placement.png
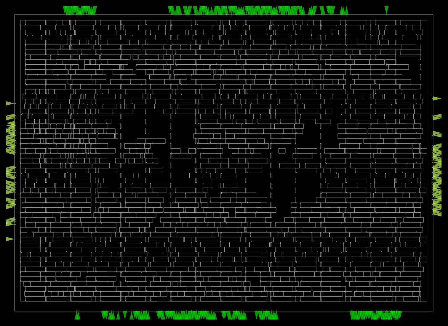
io_fan.png
Scale: 2 px per µm.
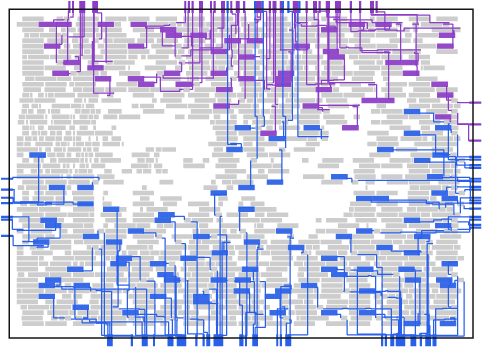
placement_by_type.png
Scale: 1 px per µm.
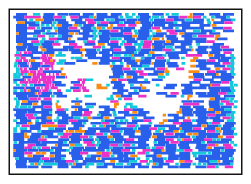
clk_routes.png
Scale: 1 px per µm.
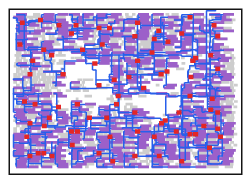
flops_by_reg.png
Scale: 1 px per µm. Other sequential cells in the stronger gray, the rest of the logic in the fainter gray.
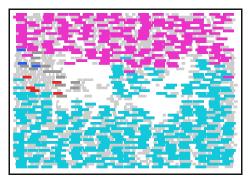
### src/rtl/tl_ul_inflight_buffer.sv
`default_nettype none
// ============================================================================
// Module      : tl_ul_inflight_buffer
// Description : Registered TL-UL A/D channel buffer with an in-flight limit
//               and a sticky spurious-D-response flag.
// Revision    : 1.0 - initial release
// ============================================================================
module tl_ul_inflight_buffer #(
    parameter int A_DEPTH      = 4,
    parameter int D_DEPTH      = 4,
    parameter int MAX_INFLIGHT = 8
) (
    input  logic        clock,
    input  logic        reset_n,
    input  logic        a_in_valid,
    output logic        a_in_ready,
    input  logic [82:0] a_in_bits,
    output logic        a_out_valid,
    input  logic        a_out_ready,
    output logic [82:0] a_out_bits,
    input  logic        d_in_valid,
    output logic        d_in_ready,
    input  logic [47:0] d_in_bits,
    output logic        d_out_valid,
    input  logic        d_out_ready,
    output logic [47:0] d_out_bits,
    output logic [4:0]  inflight,
    output logic        err_spur_d
);

    localparam int          c_A_W   = 83;
    localparam int          c_D_W   = 48;
    localparam int          c_A_PW  = $clog2(A_DEPTH);
    localparam int          c_D_PW  = $clog2(D_DEPTH);
    localparam logic [4:0]  c_MAX   = 5'(MAX_INFLIGHT);

    logic                r_live;

    // ---------------------------------------------------------------- A FIFO
    logic [c_A_W-1:0]    r_a_mem [A_DEPTH];
    logic [c_A_PW-1:0]   r_a_wptr;
    logic [c_A_PW-1:0]   r_a_rptr;
    logic [c_A_PW:0]     r_a_cnt;
    logic                w_a_full;
    logic                w_a_empty;
    logic                w_a_enq;
    logic                w_a_deq;

    // ---------------------------------------------------------------- D FIFO
    logic [c_D_W-1:0]    r_d_mem [D_DEPTH];
    logic [c_D_PW-1:0]   r_d_wptr;
    logic [c_D_PW-1:0]   r_d_rptr;
    logic [c_D_PW:0]     r_d_cnt;
    logic                w_d_full;
    logic                w_d_empty;
    logic                w_d_enq;
    logic                w_d_deq;

    // ------------------------------------------------------- in-flight gate
    logic [4:0]          r_inflight;
    logic                r_err_spur_d;
    logic                w_gate_open;
    logic                w_inc;
    logic                w_dec;
    logic                w_spur;

    // Readys stay low until the first clock edge after reset release.
    always_ff @(posedge clock or negedge reset_n) begin
        if (!reset_n) begin
            r_live <= 1'b0;
        end else begin
            r_live <= 1'b1;
        end
    end

    assign w_a_full    = (r_a_cnt == (c_A_PW+1)'(A_DEPTH));
    assign w_a_empty   = (r_a_cnt == '0);
    assign a_in_ready  = r_live & ~w_a_full;
    assign w_gate_open = (r_inflight != c_MAX);
    assign a_out_valid = ~w_a_empty & w_gate_open;
    assign a_out_bits  = r_a_mem[r_a_rptr];
    assign w_a_enq     = a_in_valid & a_in_ready;
    assign w_a_deq     = a_out_valid & a_out_ready;

    always_ff @(posedge clock) begin
        if (w_a_enq) begin
            r_a_mem[r_a_wptr] <= a_in_bits;
        end
    end

    always_ff @(posedge clock or negedge reset_n) begin
        if (!reset_n) begin
            r_a_wptr <= '0;
            r_a_rptr <= '0;
            r_a_cnt  <= '0;
        end else begin
            if (w_a_enq) begin
                r_a_wptr <= r_a_wptr + c_A_PW'(1);
            end
            if (w_a_deq) begin
                r_a_rptr <= r_a_rptr + c_A_PW'(1);
            end
            case ({w_a_enq, w_a_deq})
                2'b10:   r_a_cnt <= r_a_cnt + (c_A_PW+1)'(1);
                2'b01:   r_a_cnt <= r_a_cnt - (c_A_PW+1)'(1);
                default: r_a_cnt <= r_a_cnt;
            endcase
        end
    end

    // D side is never back-pressured by the in-flight counter.
    assign w_d_full    = (r_d_cnt == (c_D_PW+1)'(D_DEPTH));
    assign w_d_empty   = (r_d_cnt == '0);
    assign d_in_ready  = r_live & ~w_d_full;
    assign d_out_valid = ~w_d_empty;
    assign d_out_bits  = r_d_mem[r_d_rptr];
    assign w_d_enq     = d_in_valid & d_in_ready;
    assign w_d_deq     = d_out_valid & d_out_ready;

    always_ff @(posedge clock) begin
        if (w_d_enq) begin
            r_d_mem[r_d_wptr] <= d_in_bits;
        end
    end

    always_ff @(posedge clock or negedge reset_n) begin
        if (!reset_n) begin
            r_d_wptr <= '0;
            r_d_rptr <= '0;
            r_d_cnt  <= '0;
        end else begin
            if (w_d_enq) begin
                r_d_wptr <= r_d_wptr + c_D_PW'(1);
            end
            if (w_d_deq) begin
                r_d_rptr <= r_d_rptr + c_D_PW'(1);
            end
            case ({w_d_enq, w_d_deq})
                2'b10:   r_d_cnt <= r_d_cnt + (c_D_PW+1)'(1);
                2'b01:   r_d_cnt <= r_d_cnt - (c_D_PW+1)'(1);
                default: r_d_cnt <= r_d_cnt;
            endcase
        end
    end

    // A response with nothing outstanding is still forwarded, only flagged.
    assign w_inc  = w_a_deq;
    assign w_dec  = w_d_enq & (r_inflight != 5'd0);
    assign w_spur = w_d_enq & (r_inflight == 5'd0);

    always_ff @(posedge clock or negedge reset_n) begin
        if (!reset_n) begin
            r_inflight   <= 5'd0;
            r_err_spur_d <= 1'b0;
        end else begin
            if (w_inc && !w_dec) begin
                r_inflight <= r_inflight + 5'd1;
            end else if (!w_inc && w_dec) begin
                r_inflight <= r_inflight - 5'd1;
            end
            if (w_spur) begin
                r_err_spur_d <= 1'b1;
            end
        end
    end

    assign inflight   = r_inflight;
    assign err_spur_d = r_err_spur_d;

endmodule
`default_nettype wire
### config.mk
export PLATFORM = sky130hd
export DESIGN_NAME = tl_ul_inflight_buffer
export DESIGN_NICKNAME = d
export VERILOG_FILES = /design/src/rtl/tl_ul_inflight_buffer.sv
export SDC_FILE = /design/constraint.sdc
export NUM_CORES = 1
export LEC_CHECK = 0
export ABC_CLOCK_PERIOD_IN_PS = 3900
export CORE_ASPECT_RATIO = 0.7
export CORE_MARGIN = 3
export CORE_UTILIZATION = 57
export CTS_BUF_LIST = sky130_fd_sc_hd__clkbuf_4 sky130_fd_sc_hd__clkbuf_8
export DETAILED_ROUTE_END_ITERATION = 16
export PLACE_DENSITY = 0.83
export SETUP_SLACK_MARGIN = 0.2
export SYNTH_ARGS = -nofsm -noshare
export SYNTH_HDL_FRONTEND = slang
export SYNTH_SLANG_ARGS = --single-unit
### constraint.sdc
create_clock -name clock -period 3.9 [get_ports clock]
set_input_delay 0.975 -clock clock [delete_from_list [all_inputs] [get_ports clock]]
set_output_delay 0.975 -clock clock [all_outputs]
set_load 0.01 [all_outputs]
==> Slide: Implementation Results <==
Physical Implementation Snapshot

Run status
  – Outcome: finished clean

Finish
  – Net count, final: 1325
  – Biggest register: r_a_mem
  – Layout cells sized above 1: 25.2%
  – Clock buffer count: 115
  – Cell Count, Final, Fillers Out: 1706
  – Register Area: 16300 µm²
  – Layout non-clock buf frac: 12.7%
  – Max reg flops: 332
  – Cell type taking the most area: registers
  – Comb/total area: 14.6%
  – Antenna cells: 2
  – Comb area: 3700 µm²
  – Non-Clock Buffer Count: 310

Routing
  – Drt total wl: 41200 µm
  – Drt first pass iters: 7
  – DR top layer: met5
  – Met2 Routed Length: 21400 µm
  – Starting DRT DRC Count: 793
  – Drt wl/cell: 24.2 µm

Power
  – Sequential power: 7530 µW
  – Max power group: registers
  – Net switching power: 5110 µW
  – Pwr per Cell Area: 711 nW/µm²

Die
  – Die Y: 164 µm
  – CORE AREA: 34800 µm²
  – Std-Cell Rows: 57
  – Tap cells: 472
  – I/O pin cnt: 278
  – Die X: 231 µm
  – Die area: 37800 µm²

Clock tree
  – Post-CTS sizing: 0
  – Latency at later pin: 0.61 ns
  – # hold bufs at CTS: 0
  – Total CTS buffers: 80
  – CTS tree: built

Logic synthesis
  – # Cells Yosys: 810
  – Post-synth design cell area: 20200 µm²
  – Synth Net Count: 964
  – Number of enable flip-flop cells: 524
  – Synth Instances: 810
  – Synth Register Bits: 545
  – Asr flop ratio synth: 3.85%

STA
  – Relative slew slack: 60.8%
  – Slew Viols, Final: 0
  – Setup ws final: 0.381 ns
  – Minimum clock period: 3.52 ns
  – Final setup violation count: 0

Setup path
  – Critical path's largest stage delay: 0.58 ns
  – Max FO, Critical Path: 18
  – Critical Path Stages: 3
  – Worst r2r dst: inflight[4]
  – Critical path's top delay family: buffers and inverters
  – Reg2reg start: inflight[4]

Placed design
  – Port Buf Inserts: 277
  – Pre-CTS WS: 0.380 ns

GRT
  – Most crowded layer after global routing: met2
  – Met2 Use GR: 36.8%
  – Vias in the first global route: 10200
  – First-pass GRT wire length: 62000 µm

Job
  – Max Cap Violations: 0

Min path
  – Hold Crit Class: reg2reg
  – Hold Startpoint: err_spur_d
Back to the opening pictures, placement.png:
# fillers: 1978
flop count: 545

Back to the opening pictures, io_fan.png:
Key: d_out_bits = purple [bits 48, direction output, edge 45 north, 3 east, end cells 48, buffers 48, wire 2100 µm]; a_out_bits = blue [bits 83, direction output, edge 54 south, 16 east, 7 west, 6 north, end cells 83, buffers 83, wire 3930 µm]

Back to the opening pictures, placement_by_type.png:
Key: combinational and other logic = magenta [cells 234, share of their area 15%]; sequential cells = blue [cells 545, share of their area 65%]; remaining buffers and delay cells = cyan [cells 310, share of their area 13%]; clock drivers and dummy loads = orange [cells 143, share of their area 6.4%]

Back to the opening pictures, clk_routes.png:
Key: flip-flops = purple [count 545]; clock drivers = red [count 80]; clock wires = blue [length 6030 µm]
There are 81 routed clock nets.

Back to the opening pictures, flops_by_reg.png:
Key: r_d_mem = magenta [placed flops 192, where a horizontal strip, top]; r_a_mem = cyan [placed flops 332]; inflight = red [placed flops 5, where west]; r_d_cnt = blue [placed flops 3]
Another 13 sequential cells are not colored.

cell usage in the layout, fill, tap and decap left out, drive strengths merged, types with 2 or more instances in the layout:
| master | instances |
|---|---|
| mux4 | 131 |
| diode | 2 |
| dfrtp | 21 |
| o31a | 3 |
| nand3 | 4 |
| bufinv | 3 |
| ha | 14 |
| fa | 3 |
| xnor2 | 10 |
| clkbuf | 116 |
| edfxtp | 524 |
| mux2 | 3 |
| o21ai | 4 |
| inv | 18 |
| nor3b | 2 |
| clkinv | 22 |
| clkdlybuf4s50 | 277 |
| nand2 | 4 |
| and2 | 8 |
| clkinvlp | 2 |
| o211ai | 2 |
| a21oi | 5 |
| o311a | 2 |
| xor2 | 4 |
| nor2 | 3 |
| buf | 32 |
| mux2i | 2 |
| or4 | 3 |
No activity file was given, so power comes from the tool's default toggle rates.
